Figure 1. Wiring heat map.
Scale bar: 50 um. 25 x 37 tiles, from dark blue (low) to red (high), scaled to the fullest tile. Values are wire area over tile area, all layers added.
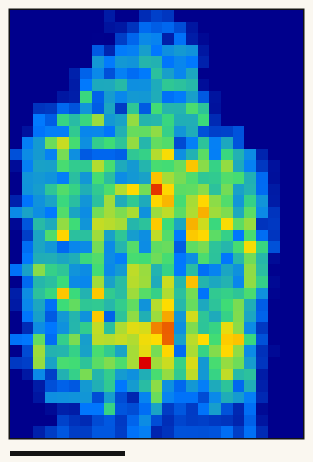
Figure 2. Cell density map.
Scale bar: 50 um. 13 x 19 tiles, from dark blue (low) to red (high), 0 to 100% covered.
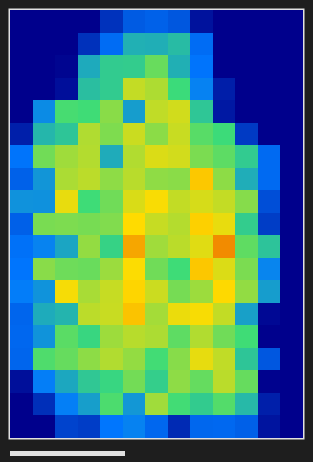
Figure 3. Placement by cell class.
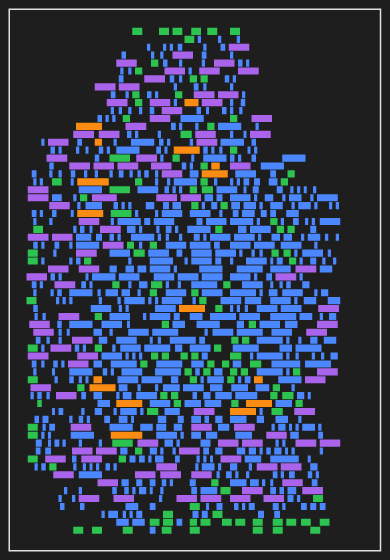
Figure 4. Routing congestion.
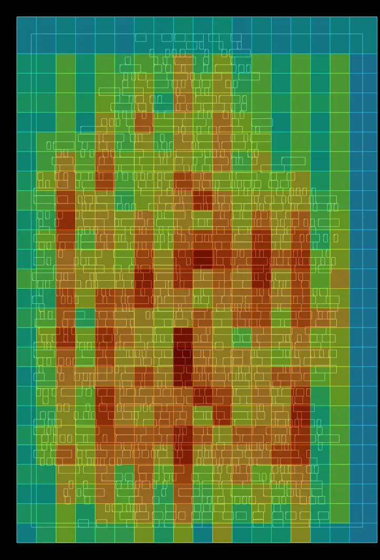
File: config.mk
export PLATFORM = sky130hd
export DESIGN_NAME = fir_mac_sequencer
export DESIGN_NICKNAME = d
export VERILOG_FILES = /design/src/rtl/fir_mac_sequencer.sv
export SDC_FILE = /design/constraint.sdc
export NUM_CORES = 1
export LEC_CHECK = 0
export CAP_MARGIN = 40
export CELL_PAD_IN_SITES_DETAIL_PLACEMENT = 1
export CELL_PAD_IN_SITES_GLOBAL_PLACEMENT = 2
export CORE_ASPECT_RATIO = 1.5
export CORE_MARGIN = 5
export CORE_UTILIZATION = 34
export DETAILED_ROUTE_END_ITERATION = 16
export HOLD_SLACK_MARGIN = 0.06
export PLACE_DENSITY = 0.81
export SETUP_SLACK_MARGIN = 0.02
export SLEW_MARGIN = 20
export SYNTH_ARGS = -nofsm -noshare
export SYNTH_HDL_FRONTEND = slang
export SYNTH_SLANG_ARGS = --single-unit
File: constraint.sdc
create_clock -name clk -period 4.8 [get_ports clk]
set_input_delay 1.44 -clock clk [delete_from_list [all_inputs] [get_ports clk]]
set_output_delay 1.44 -clock clk [all_outputs]
set_load 0.05 [all_outputs]
File: src/rtl/fir_mac_sequencer.sv
// rtl/fir_mac_sequencer.sv - time-multiplexed FIR with one shared signed MAC, one tap per clock
// Optional FIR_MAC_SAT_EN: saturate the final sum to the OUT_W range instead of wrapping.
module fir_mac_sequencer #(
    parameter int DATA_W = 8,
    parameter int COEF_W = 8,
    parameter int TAPS   = 4,
    parameter int OUT_W  = 16
) (
    input  logic                      clk,
    input  logic                      reset,
    input  logic                      s_valid,
    output logic                      s_ready,
    input  logic signed [DATA_W-1:0]  x_in,
    input  logic                      coef_we,
    input  logic [$clog2(TAPS)-1:0]   coef_addr,
    input  logic signed [COEF_W-1:0]  coef_data,
    output logic                      m_valid,
    input  logic                      m_ready,
    output logic signed [OUT_W-1:0]   y_out,
    output logic                      busy
);

    localparam int IDX_W  = $clog2(TAPS);
    localparam int ACC_W  = OUT_W + IDX_W;
    localparam int PROD_W = DATA_W + COEF_W;
    localparam logic [IDX_W:0]   TAPS_C   = (IDX_W + 1)'(TAPS);
    localparam logic [IDX_W-1:0] LAST_IDX = IDX_W'(TAPS - 1);

    typedef enum logic [1:0] {
        ST_IDLE,
        ST_MAC,
        ST_HOLD
    } state_t;

    state_t                    state_q, state_d;
    logic signed [DATA_W-1:0]  line_q [TAPS];
    logic signed [DATA_W-1:0]  line_d [TAPS];
    logic signed [COEF_W-1:0]  coef_q [TAPS];
    logic signed [COEF_W-1:0]  coef_d [TAPS];
    logic signed [ACC_W-1:0]   acc_q, acc_d;
    logic [IDX_W-1:0]          idx_q, idx_d;
    logic signed [OUT_W-1:0]   y_q, y_d;

    logic signed [PROD_W-1:0]  prod;
    logic signed [ACC_W-1:0]   acc_sum;
    logic signed [OUT_W-1:0]   y_conv;
    logic                      coef_addr_ok;

    assign prod         = line_q[idx_q] * coef_q[idx_q];
    assign acc_sum      = acc_q + ACC_W'(prod);
    assign coef_addr_ok = {1'b0, coef_addr} < TAPS_C;

`ifdef FIR_MAC_SAT_EN
    logic [ACC_W-OUT_W:0] acc_top;

    assign acc_top = acc_sum[ACC_W-1:OUT_W-1];

    // Bits above the OUT_W sign bit must all match it, otherwise clamp toward the sign.
    always_comb begin
        if (acc_top == '0 || acc_top == '1) begin
            y_conv = acc_sum[OUT_W-1:0];
        end else if (acc_sum[ACC_W-1]) begin
            y_conv = {1'b1, {(OUT_W-1){1'b0}}};
        end else begin
            y_conv = {1'b0, {(OUT_W-1){1'b1}}};
        end
    end
`else
    assign y_conv = acc_sum[OUT_W-1:0];
`endif

    always_comb begin
        state_d = state_q;
        line_d  = line_q;
        coef_d  = coef_q;
        acc_d   = acc_q;
        idx_d   = idx_q;
        y_d     = y_q;

        case (state_q)
            ST_IDLE: begin
                if (coef_we && coef_addr_ok) begin
                    coef_d[coef_addr] = coef_data;
                end
                if (s_valid) begin
                    line_d[0] = x_in;
                    for (int i = 1; i < TAPS; i++) begin
                        line_d[i] = line_q[i-1];
                    end
                    acc_d   = '0;
                    idx_d   = '0;
                    state_d = ST_MAC;
                end
            end
            ST_MAC: begin
                acc_d = acc_sum;
                idx_d = idx_q + 1'b1;
                if (idx_q == LAST_IDX) begin
                    y_d     = y_conv;
                    idx_d   = '0;
                    state_d = ST_HOLD;
                end
            end
            ST_HOLD: begin
                if (m_ready) begin
                    state_d = ST_IDLE;
                end
            end
            default: begin
                state_d = ST_IDLE;
            end
        endcase
    end

    // Reset leaves coef[0]=1 so an unconfigured filter passes samples straight through.
    always_ff @(posedge clk) begin
        if (reset) begin
            state_q <= ST_IDLE;
            acc_q   <= '0;
            idx_q   <= '0;
            y_q     <= '0;
            for (int i = 0; i < TAPS; i++) begin
                line_q[i] <= '0;
                if (i == 0) begin
                    coef_q[i] <= COEF_W'(1);
                end else begin
                    coef_q[i] <= '0;
                end
            end
        end else begin
            state_q <= state_d;
            line_q  <= line_d;
            coef_q  <= coef_d;
            acc_q   <= acc_d;
            idx_q   <= idx_d;
            y_q     <= y_d;
        end
    end

    assign s_ready = (state_q == ST_IDLE) && !reset;
    assign m_valid = (state_q == ST_HOLD) && !reset;
    assign busy    = ((state_q == ST_MAC) || (state_q == ST_HOLD)) && !reset;
    assign y_out   = reset ? '0 : y_q;

endmodule
==> results.json <==
{
  "areaGrowthSynthToFinish_pct": 31.6,
  "core_area_sq_um": 20300,
  "synth_simple_gate_area_share_pct": 18.3,
  "layout.sequential_cells": 100,
  "final_area_sq_um": 9190,
  "ys_sh_aoi_pct": 11.4,
  "boundaryPins": 42,
  "number_of_global_route_vias_before_repair": 6179,
  "warnings": 32,
  "endpoint_kind": "register",
  "place_area_sq_um": 8200,
  "ant_nets": 0,
  "wire_per_inst_um": 18.1,
  "post-cts-setup-buffer-count": 15,
  "power_density_nw_per_um2": 266,
  "setup-violations-final": 14,
  "p_seq_share_pct": 36.1,
  "sh_seq_area_pct": 21.8,
  "final.period_utilization_pct": 108,
  "tritoncts.num_buffers": 9,
  "critPathBufInv": 4,
  "area_dominant_class": "combinational gates",
  "placement.io_buffers": 41,
  "grt_use_met3_pct": 2.07,
  "n_clock_buffer": 10,
  "worst_slew_pin_slew_ns": 0.787,
  "timing.fmax_mhz": 192,
  "drive_gt1_share_pct": 24.6,
  "finalCriticalPeriod_ns": 5.20,
  "multi_input_comb_cells": 565,
  "area_share_clock_buf_inv_pct": 3.62,
  "row_count": 64,
  "area_share_of_the_largest_cell_type_after_synthesis_pct": 28.7,
  "worst_setup_path_endpoint": "y_q[12]$_SDFFE_PP0P_",
  "cts.sink_count": 100,
  "top_power_group": "sequential cells",
  "clock_buffer_depth": 2,
  "layout.nets": 1016,
  "bufAreaShareNonClock_pct": 12.2,
  "n_fill_cell": 2338,
  "yosys.cell_count.top_type": "sky130_fd_sc_hd__nand2_1",
  "avgSynthCellArea_sq_um": 8.99,
  "status": "finished, violations left",
  "switching_share_pct": 31.4,
  "ys_area_sq_um": 6980,
  "critical_path.startpoint_type": "register",
  "drt_first_pass_iters": 4,
  "synth_top_cell_by_area": "sky130_fd_sc_hd__dfxtp_1",
  "fin_total_pwr_mw": 2.44,
  "layout.non_clock_inverters": 80,
  "violations": "setup timing",
  "cpPeakStageDelay_ns": 0.63,
  "fp_nets": 912,
  "synth_warnings": 0,
  "clock_tree.htree_level_count": 3,
  "timing.hold.worst.class": "register to register",
  "dieWidth_um": 127,
  "p_clk_share_pct": 33.9,
  "wl_met3_um": 248,
  "ys_seq_share_pct": 28.7,
  "top_signal_layer_used": "met4",
  "ir_worst_vdd_v": 0.000149,
  "critPathMaxFanout": 8,
  "post-route-drc-count": 0,
  "area_leaders": "sky130_fd_sc_hd__dfxtp_1, sky130_fd_sc_hd__fa_1, sky130_fd_sc_hd__nand2_1",
  "finalSetupTns_ns": -4.58,
  "n_antenna_cell": 0,
  "final-seq-area_sq_um": 2010,
  "tritoncts": "yes",
  "cts_repair_resize_count": 40,
  "xor_area_share_pct": 2.44,
  "slowest_stage": "sky130_fd_sc_hd__mux4_2",
  "hold_path_startpoint": "y_q[9]$_SDFFE_PP0P_",
  "setup_ws_ns": -0.398,
  "post-dp-hpwl_um": 15100,
  "power_in_combinational_cells_mw": 0.733,
  "synthDistinctLibCells": 49,
  "layout_top_cells_excl_fill_tap": "sky130_fd_sc_hd__nand2_1, sky130_fd_sc_hd__dfxtp_1, sky130_fd_sc_hd__a21oi_1",
  "met2_usage_pct": 36.0,
  "cp_top_family": "adder cells",
  "power_report.internal_total_mw": 1.67,
  "layout.cells.most_common": "sky130_fd_sc_hd__nand2_1",
  "biggestRegsByFlops": "coef_q x32, line_q x32"
}
## Picture notes: Figure 1
densest ninth of the die: middle
tiles over half the peak: 20%
fullest tile: 0.47

## Picture notes: Figure 2
nearly empty tiles: 21%
emptiest ninth of the die: top right
fullest tile: 84%

## Picture notes: Figure 3
legend:
  remaining buffers and delay cells:
    colour: green
    cells: 125
  combinational and other logic:
    colour: blue
    cells: 645
  sequential cells:
    colour: purple
    cells: 100
  clock drivers and dummy loads:
    colour: orange
    cells: 16

## Picture notes: Figure 4
M1 GR Usage: 17.7%
GRT Resource Usage Total: 17.4%

